## config.mk

```make
export PLATFORM = sky130hd
export DESIGN_NAME = pipeline_ctrl
export DESIGN_NICKNAME = d
export VERILOG_FILES = /design/src/rtl/pipeline_ctrl.sv
export SDC_FILE = /design/constraint.sdc
export NUM_CORES = 1
export LEC_CHECK = 0
export ABC_AREA = 1
export CORE_AREA = 2 2 95 97
export DETAILED_ROUTE_END_ITERATION = 6
export DIE_AREA = 0 0 97 99
export REMOVE_ABC_BUFFERS = 1
export SYNTH_ARGS = -nofsm -noshare
export SYNTH_HDL_FRONTEND = slang
export SYNTH_SLANG_ARGS = --single-unit
```

## constraint.sdc

```tcl
create_clock -name clk -period 2.56 [get_ports clk]
set_clock_uncertainty 0.1 [all_clocks]
set_input_delay 0.512 -clock clk [delete_from_list [all_inputs] [get_ports clk]]
set_output_delay 0.512 -clock clk [all_outputs]
set_load 0.05 [all_outputs]
```

## src/rtl/pipeline_ctrl.sv

```systemverilog
// pipeline_ctrl: stall/flush controller arbitrating dcache misses, multi-cycle MUL and hazards
module pipeline_ctrl #(
  parameter int MUL_LATENCY = 5,
  parameter int XLEN = 32
) (
  input  logic            clk,
  input  logic            reset_n,
  input  logic            dcache_miss,
  input  logic            dcache_ready,
  input  logic            mul_start,
  input  logic            redirect,
  input  logic            load_use,
  input  logic            icache_miss,
  output logic            pc_en,
  output logic [3:0]      stage_en,
  output logic [3:0]      stage_flush,
  output logic            mul_busy,
  output logic [XLEN-1:0] stall_cycles
);
  typedef enum logic {RUN, DSTALL} state_t;
  state_t state_q, state_d;
  logic [3:0] mcnt_q, mcnt_d;
  logic [XLEN-1:0] stall_q, stall_d;
  logic dstall, mul_acc, mstall;
  always_comb begin
    dstall = state_q == DSTALL ? !dcache_ready : dcache_miss;
    mul_acc = mul_start && mcnt_q == 4'd0 && !dstall;
    mstall = mul_acc || mcnt_q != 4'd0;
    {pc_en, stage_en, stage_flush} = !reset_n   ? 9'b0_0000_1111 :
                                     dstall     ? 9'b0_1000_1000 :
                                     mstall     ? 9'b0_1100_0100 :
                                     redirect   ? 9'b1_1111_0011 :
                                     load_use   ? 9'b0_1110_0010 :
                                     icache_miss ? 9'b0_1111_0001 :
                                                  9'b1_1111_0000;
    mul_busy = reset_n && mstall;
    state_d = state_q == RUN ? (dcache_miss && !dcache_ready ? DSTALL : RUN)
                             : (dcache_ready ? RUN : DSTALL);
    mcnt_d = dstall ? mcnt_q : mul_acc ? 4'(MUL_LATENCY - 2) : mcnt_q != 4'd0 ? mcnt_q - 4'd1 : 4'd0;
    stall_d = !pc_en && stall_q != '1 ? stall_q + XLEN'(1) : stall_q;
    stall_cycles = stall_q;
  end
  always_ff @(posedge clk) begin
    if (!reset_n) begin
      state_q <= RUN;
      mcnt_q <= 4'd0;
      stall_q <= '0;
    end else begin
      state_q <= state_d;
      mcnt_q <= mcnt_d;
      stall_q <= stall_d;
    end
  end
endmodule
```

==> flow_summary.yaml <==
# implementation run metrics
logic_synthesis:
  topCellsByArea: "dfxtp_1, nand2_1, nor2_1"
  synth-main-ff-cell: "dfxtp_1"
  top_cell_area_share_pct: 27.1
  synth_cells: 432
  edf_count: 0
  synth_area_per_cell_um2: 6.33
  ys_seq_share_pct: 27.1
  syn_area_um2: 2740
  yosysWarnings: 0
  ys_types: 35
  top_area_cell: "dfxtp_1"
  yosys_area_um2: 2740
  ys.flops: 37
  top_cells_by_count: "nand2_1, nor2_1, inv_1, dfxtp_1, nand3_1"
  ys_cells: 432
  yosys.cell_count.top_type: "nand2_1"
  async_flop_share_pct: 0
cells_and_area:
  syn_to_final_growth_pct: 27.9
  final_area_um2: 3500
  drive_gt1_share_pct: 16.5
  post-route-util_pct: 40.9
  mostFrequentLayoutCells: "nand2_1, nor2_1, inv_1"
  layout.nets: 494
  lay_top_count: "nand2_1"
  n_antenna_cell: 0
worst_setup_path:
  worst-setup-path-type: "in -> out"
  crit_path_max_incr_delay_ps: 420
  critPathRequiredTime_ps: 1950
  end_kind: "primary output"
  setup.worst_path.start_class: "input port"
  path_max_fanout: 5
  crit_arrival_ps: 1840
  worst-r2r-cell-count: 10
  path_depth: 8
  critPathBufInv: 4
  cpLargestDelayFamily: "buffers and inverters"
  crit_chain: "clkdlybuf4s50_1 -> nand2_1 -> o21ai_4 -> a21oi_4 -> inv_1 -> o31ai_1 -> buf_4 -> buf_12"
  worst_path_max_delay_cell: "clkdlybuf4s50_1"
timing:
  period_used_pct: 95.7
  slew_headroom_pct: 64.2
  hold_viol: 0
  finalSetupViolCount: 0
  rsz0062_at_grt: "yes"
  worst_pin_slew_ps: 535
  fin_setup_tns_ps: 0
  max_freq_ghz: 0.408
  min_period_ps: 2450
  drv_slew: 0
floorplanning:
  fp.coreArea_um2: 8550
  fp_util_pct: 32.0
  dieArea_um2: 9600
  dieWidth_um: 97
  io_pins: 50
  die_y_um: 99
route:
  vias: 2767
  post_drt_via_cell_ratio: 4.66
  ant_nets: 0
  firstDrtPassIters: 4
  drcViolationCount: 0
  wl_mm: 7.15
  wl_per_cell_um: 12.0
  first_iter_violations: 87
hold_path:
  worstHoldPathCells: 2
  hold_class: "reg -> reg"
place:
  placed_area_um2: 3400
  port_buffers: 49
  dp_hpwl_mm: 5.61
  gp_congestion: 0.948
clock_tree:
  cts_max_level: 2
  ctsHoldBuffers: 0
  cts.sinks: 37
  root_buffer: "clkbuf_8"
  cts_resized: 0
  cts_setup_buffers: 0
  tritoncts: "built"
  clock_latency_ps: 290
  path_clk_slew_ps: 70
  clockBufferDepth: 2
  numCtsBuffers: 5
global_routing:
  grt_first_pass_wirelength_mm: 12.3
  grt_overflow: 0
  grt_pass1_vias: 2717
  grt_use_total_pct: 15.5
  grt_start_max_net_pins: 29
  grt_antenna_before_repair: 0
power_and_ir_drop:
  power.density_nw_per_um2: 362
  ir_drop_mv: 0.215
  p_leak_nw: 1.25
  power_mw: 1.27
run:
  drv_cap: 0
  warnings: 26
status:
  status: "finished, final reports clean"
## stage by stage
step	worst slack [ps]	hold WS, ps	cells
2_1_floorplan	-233	343	420
3_5_place_dp	43.0	365	586
5_1_grt	-6.06	418	594
4_1_cts	43.6	375	594
6_report	110	371	594
3_3_place_gp	76.3	358	586
## where the power goes
| group | total [mW] | leakage (nW) | switching (mW) | internal [mW] |
|---|---|---|---|---|
| Clock | 0.405 | 0.0395 | 0.211 | 0.194 |
| Combinational | 0.264 | 0.914 | 0.163 | 0.101 |
| Sequential | 0.599 | 0.299 | 0.0139 | 0.585 |
## final cells by class
cell class / instances / area [µm²]
clock buffers: 8 / 80.1
fillers: 901 / 5050
inverters: 47 / 179
multi-input cells: 336 / 1720
flip-flops and latches: 37 / 741
well taps: 108 / 135
repair buffers: 58 / 648
## metal layers
metal  up-vias  track usage, %  share of wire (%)
met5         -               0                  0
met4         0            6.39                1.9
met3        10            3.76                4.9
met2        53            26.7                 48
met1      1250            18.5                 45
li1       1454               -                  -
## logic make-up (layout without fill, tap and decap cells)
| group | Yosys count | after routing | synth area share [%] |
|---|---|---|---|
| buf+inv | 59 | 113 | 10.6 |
| flops | 37 | 37 | 27.1 |
| simple gates | 281 | 281 | 47.1 |
| compound gates | 45 | 45 | 11.8 |
| xor+xnor | 9 | 9 | 2.88 |
| fa+ha+maj | 1 | 1 | 0.457 |
## registers in the layout (all words and copies together) (netlist names)
name,flops
state_q,1
stall_cycles,32
mcnt_q,4
## worst paths after layout
kind / slack, ps / from / end
hold / removal: 370 / mcnt_q[3] / mcnt_q[3]
hold reg to reg: 370 / mcnt_q[3] / mcnt_q[3]
setup / recovery: 110 / dcache_ready / stage_flush[0]
setup reg to reg: 430 / stall_cycles[0] / stall_cycles[23]
Fig. 1: metal layers overlaid
Two of the layers only.
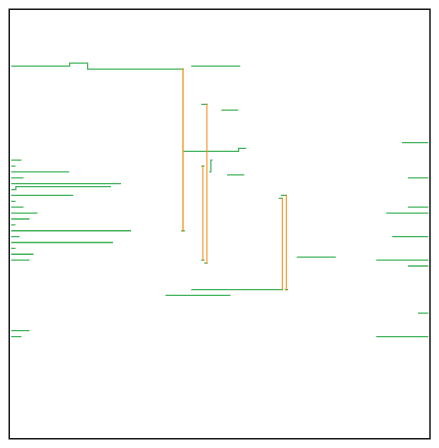
- M4: orange (wire length 139 µm)
- M3: green (wire length 351 µm)

Fig. 2: cell outlines without signal wires
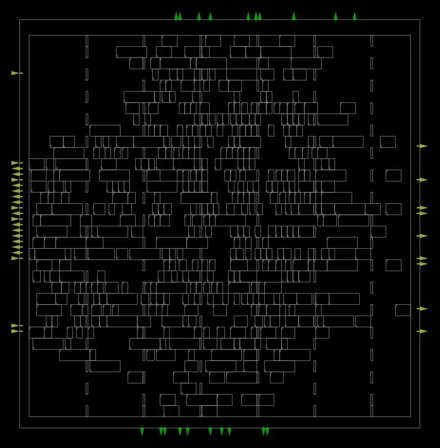
Row Count: 34
Well Taps: 108
registers: 37

Fig. 3: wires at chosen ports, followed through buffers
Scale bar: 20 µm.
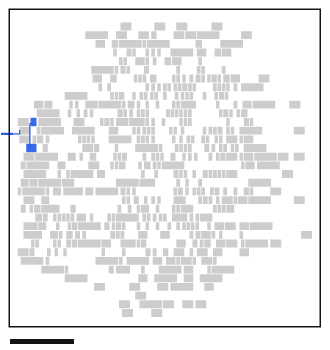
- `redirect`: blue (bits 1; direction input; edge left; end cells 3; buffers 1; wire 13.2 µm)

No activity file was given, so power comes from the tool's default toggle rates.
